File: src/rtl/exmem_pipe_reg.sv
// EX->MEM pipeline stage register with valid/ready handshake, optional 2-entry
// skid buffer, flush-to-bubble and a saturating stall counter.
module exmem_pipe_reg #(
  parameter int DATA_W = 32,
  parameter int REG_W  = 5,
  parameter int CTRL_W = 3,
  parameter int SKID   = 1,
  parameter int CNT_W  = 16
) (
  input  logic              clk,
  input  logic              rst_n,
  input  logic              flush,
  input  logic              in_valid,
  output logic              in_ready,
  input  logic [CTRL_W-1:0] ctrlE,
  input  logic [DATA_W-1:0] aluoutE,
  input  logic [DATA_W-1:0] wridataE,
  input  logic [REG_W-1:0]  wriregE,
  output logic              out_valid,
  input  logic              out_ready,
  output logic [CTRL_W-1:0] ctrlM,
  output logic [DATA_W-1:0] aluoutM,
  output logic [DATA_W-1:0] wridataM,
  output logic [REG_W-1:0]  wriregM,
  output logic [CNT_W-1:0]  stall_cnt,
  output logic [1:0]        dbg_state
);

  // Handshake: a transfer happens on any edge where valid and ready are both 1;
  // valid never depends on ready, and a raised valid holds its payload until taken.

  typedef enum logic [1:0] {
    EMPTY = 2'd0,
    ONE   = 2'd1,
    TWO   = 2'd2
  } state_t;

  localparam logic [CNT_W-1:0] CNT_MAX = '1;
  localparam logic [CNT_W-1:0] CNT_ONE = {{(CNT_W-1){1'b0}}, 1'b1};

  state_t            state, state_n;
  logic              accept;
  logic              load_main_in, load_main_skid, load_skid;
  logic [CTRL_W-1:0] ctrl_main, ctrl_skid;
  logic [DATA_W-1:0] alu_skid, wd_skid;
  logic [REG_W-1:0]  reg_skid;

  assign out_valid = (state != EMPTY);
  // With the skid buffer, ready comes straight from the state flop so there is
  // no combinational path from out_ready back to the EX stage.
  assign in_ready  = (SKID != 0) ? (state != TWO) : (~out_valid | out_ready);
  assign accept    = in_valid & in_ready;
  assign ctrlM     = ctrl_main & {CTRL_W{out_valid}};
  assign dbg_state = state;

  always_comb begin
    state_n = state;
    case (state)
      EMPTY: if (accept) state_n = ONE;
      ONE: begin
        if (accept && !out_ready) begin
          if (SKID != 0) state_n = TWO;
        end else if (!accept && out_ready) begin
          state_n = EMPTY;
        end
      end
      TWO:     if (out_ready) state_n = ONE;
      default: state_n = EMPTY;
    endcase
    if (flush) state_n = EMPTY;
  end

  assign load_main_in   = accept & ~flush &
                          ((state == EMPTY) | ((state == ONE) & out_ready));
  assign load_main_skid = ~flush & (state == TWO) & out_ready;
  assign load_skid      = accept & ~flush & (state == ONE) & ~out_ready;

  always_ff @(posedge clk) begin
    if (!rst_n) begin
      state     <= EMPTY;
      ctrl_main <= '0;
      aluoutM   <= '0;
      wridataM  <= '0;
      wriregM   <= '0;
      ctrl_skid <= '0;
      alu_skid  <= '0;
      wd_skid   <= '0;
      reg_skid  <= '0;
      stall_cnt <= '0;
    end else begin
      state <= state_n;
      if (load_main_in) begin
        ctrl_main <= ctrlE;
        aluoutM   <= aluoutE;
        wridataM  <= wridataE;
        wriregM   <= wriregE;
      end else if (load_main_skid) begin
        ctrl_main <= ctrl_skid;
        aluoutM   <= alu_skid;
        wridataM  <= wd_skid;
        wriregM   <= reg_skid;
      end
      if (load_skid) begin
        ctrl_skid <= ctrlE;
        alu_skid  <= aluoutE;
        wd_skid   <= wridataE;
        reg_skid  <= wriregE;
      end
      // Flush does not clear the counter; only reset does.
      if (out_valid && !out_ready && stall_cnt != CNT_MAX)
        stall_cnt <= stall_cnt + CNT_ONE;
    end
  end

endmodule

File: config.mk
export PLATFORM = sky130hd
export DESIGN_NAME = exmem_pipe_reg
export DESIGN_NICKNAME = d
export VERILOG_FILES = /design/src/rtl/exmem_pipe_reg.sv
export SDC_FILE = /design/constraint.sdc
export NUM_CORES = 1
export LEC_CHECK = 0
export CAP_MARGIN = 20
export CORE_MARGIN = 2
export CORE_UTILIZATION = 45
export DETAILED_ROUTE_END_ITERATION = 12
export GPL_TIMING_DRIVEN = 1
export PLACE_DENSITY = 0.75
export REMOVE_ABC_BUFFERS = 1
export SLEW_MARGIN = 20
export SYNTH_ARGS = -nofsm -noshare
export SYNTH_HDL_FRONTEND = slang
export SYNTH_SLANG_ARGS = --single-unit
File: constraint.sdc
create_clock -name clk -period 5.4 [get_ports clk]
set_input_delay 1.62 -clock clk [delete_from_list [all_inputs] [get_ports clk]]
set_output_delay 1.62 -clock clk [all_outputs]
set_load 0.005 [all_outputs]
==> run summary <==
Update from the flow run.

The capturing point of the worst reg2reg path is alu_skid[17]$_SDFFE_PN0P_. The number of design rule violations left after detail routing is 0. Summing all multi-input logic gate instances after layout gives 0.00277 mm^2. Of the synthesized area, sequential elements account for 0.523. The overall fraction of global-route tracks in use is 0.227.

Looking at the group totals, the largest power group turns out to be registers. Among cell families on the critical path, the largest total delay comes from simple AND/OR/NAND/NOR gates. The H-tree depth reported by CTS is 4. The total CTS buffers is 17. The total power consumption of the routed design is 0.00266 W.

The kind of path behind the tightest hold check is flop to flop. For the worst setup path, the data arrival time is 4.17 ns. For the pin with the worst max-slew slack, the measured transition is 1.02 ns. The mapped netlist covers 0.00620 mm^2. Per the layout report, the design carries 1,107 filler cells. Hold analysis shows the worst path with a depth of 2. Per STA, the worst path is made up of clkdlybuf4s50_1, nor3b_1, nand2_2, buf_4, nand2_1, a21oi_1. The most common cell after layout, fill and taps aside is nand2_1.

In this build the clock could be raised as far as 256 MHz. The floorplan die area is 0.0147 mm^2. The startpoint class of the critical path is a primary input.

The switching portion of total power comes to 0.226. The final critical delay including setup and external delays is 3.91 ns. The total inserted antenna cells is 0. Per the final report, max-transition violations number 0. Once detailed placement completed, the half-perimeter wirelength came to 10,300 um. The cell total after placement is 1,049. The worst-case reg-to-reg path depth is 5. The die width is 121 um. The number of nets with antenna violations after routing is 0. Adding up every negative setup slack in the final design gives 0 ns. The hold violation total from the final report is 0. The synthesized design contains 162 register bits. According to the floorplan report, the placeable core area is 0.0133 mm^2.

The headroom to the max-slew limit is 0.317. The count of input and output buffers is 168. For this run, the number of standard cells in the final layout without fillers is 1,081. Global routing finished with a remaining overflow of 0. IR analysis of the VDD net gives a maximum drop of 0.190 mV.

The run finished with clean final reports. The synthesis warning total is 0. The count of hold buffers inserted by post-cts repair is 0. The net switching power is 0.000602 W. The timing report gives the biggest stage delay along the critical path as 0.71 ns. The count of warning messages emitted by the tools is 25.
[final cells by class]
class / count / area share
Sequential cell: 162 / 0.378
Timing Repair Buffer: 175 / 0.202
Tap cell: 176 / 0.0257
Clock buffer: 20 / 0.0533
Multi-Input combinational cell: 531 / 0.323
Inverter: 5 / 0.00248
Clock inverter: 12 / 0.0155
[registers in the layout (all words and copies together), names as in the netlist]
name and count:
wd_skid 32, dbg_state 2, ctrl_skid 3, aluoutM 32, wridataM 32, wriregM 5, ctrl_main 3, alu_skid 32
stall_cnt 16, reg_skid 5
[logic make-up (layout without fill, tap and decap cells)]
family                   Yosys count  count (layout)  synth area share
flip-flops                       162             162             0.523
multiplexers                       7               7            0.0113
buffers and inverters             60             212            0.0372
AND/OR/NAND/NOR                  279             279             0.191
AND-OR/OR-AND                    244             244             0.235
adder cells (fa/ha/maj)            1               1           0.00202
[layer usage]
layer	vias to the layer above	share of wire	GRT usage
met5	-	0	0
met4	0	0.026	0.108
met3	34	0.056	0.0451
met2	220	0.48	0.373
met1	2794	0.43	0.286
li1	2892	-	-
[Yosys cell counts, drive strengths merged]
cell / number / area [um^2]
buf: 5 / 23.8
mux2i: 7 / 70.1
a21boi: 1 / 7.51
a211oi: 1 / 7.51
o31ai: 3 / 22.5
nor3: 5 / 35.0
o311ai: 1 / 8.76
o211a: 1 / 10.0
a21oi: 152 / 764
a2111oi: 1 / 8.76
o22a: 1 / 8.76
nor3b: 1 / 7.51
nor2b: 6 / 37.5
nor2: 6 / 22.5
nand2: 229 / 860
a22oi: 72 / 541
o21bai: 1 / 7.51
or4: 4 / 37.5
o21a: 1 / 7.51
a221oi: 1 / 8.76
nor4bb: 1 / 10.0
nand2b: 8 / 50.1
a41oi: 1 / 8.76
nand4: 8 / 56.3
o21ba: 1 / 10.0
dfxtp: 162 / 3240
nand3: 4 / 20.0
ha: 1 / 12.5
clkbuf: 50 / 188
o21ai: 4 / 20.0
nor4: 2 / 12.5
or3: 3 / 18.8
inv: 5 / 18.8
o41ai: 1 / 8.76
a31oi: 1 / 6.26
and3: 1 / 6.26
or4b: 1 / 10.0
[how the worst max path moves through the flow]
| stage | start | endpoint | slack (ns) | cells past startpoint |
|---|---|---|---|---|
| 3_5_place_dp | flush | alu_skid[17]$_SDFFE_PN0P_ | 1.08 | 6 |
| 4_1_cts | flush | alu_skid[17]$_SDFFE_PN0P_ | 1.52 | 6 |
| 3_3_place_gp | flush | alu_skid[3]$_SDFFE_PN0P_ | 1.19 | 6 |
| 5_1_grt | flush | alu_skid[12]$_SDFFE_PN0P_ | 1.32 | 6 |
| 6_report | flush | alu_skid[17]$_SDFFE_PN0P_ | 1.49 | 6 |
| 2_1_floorplan | flush | aluoutM[0]$_SDFFE_PN0P_ | -4.31 | 4 |
[worst register-to-register path, cell delays in order (launching register included)]
cell and delay, ns:
dfxtp_1 0.40, nor3b_1 0.53, nand2_2 0.71, buf_4 0.50, nand2_1 0.11, a21oi_1 0.07
registers.png
Scale bar: 20 um. Other sequential cells in the stronger gray, the rest of the logic in the fainter gray.
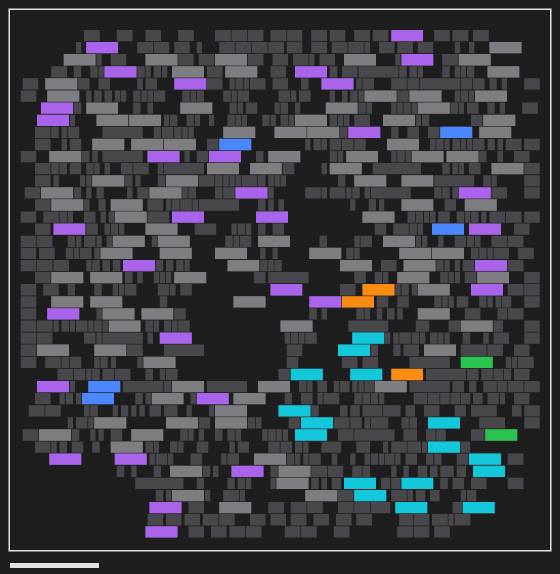
stall_cnt: drawn in cyan, placed flops 16. reg_skid: drawn in blue, placed flops 5. dbg_state: drawn in green, placed flops 2. aluoutM: drawn in purple, placed flops 32, where all over the die. ctrl_skid: drawn in orange, placed flops 3.
Another 104 sequential cells are not colored.
proportion of cell area occupied by registers: 0.378
final core area utilization: 0.642
power in sequential cells: 0.00125 W
sequential cell area: 0.00324 mm^2

clock_map.png
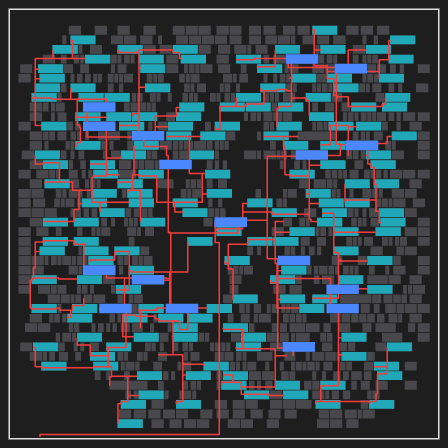
flip-flops: drawn in cyan, count 162. clock wires: drawn in red, length 1,810 um. cells driving clock nets: drawn in blue, count 17.
Position of the flops: all over the die.
clock network fraction of design power: 0.446
power consumed by the clock network: 0.00119 W
Clk Latency, worst-skew pair: 0.41 ns
worst clock skew: 0.00856 ns

No activity file was given, so power comes from the tool's default toggle rates.
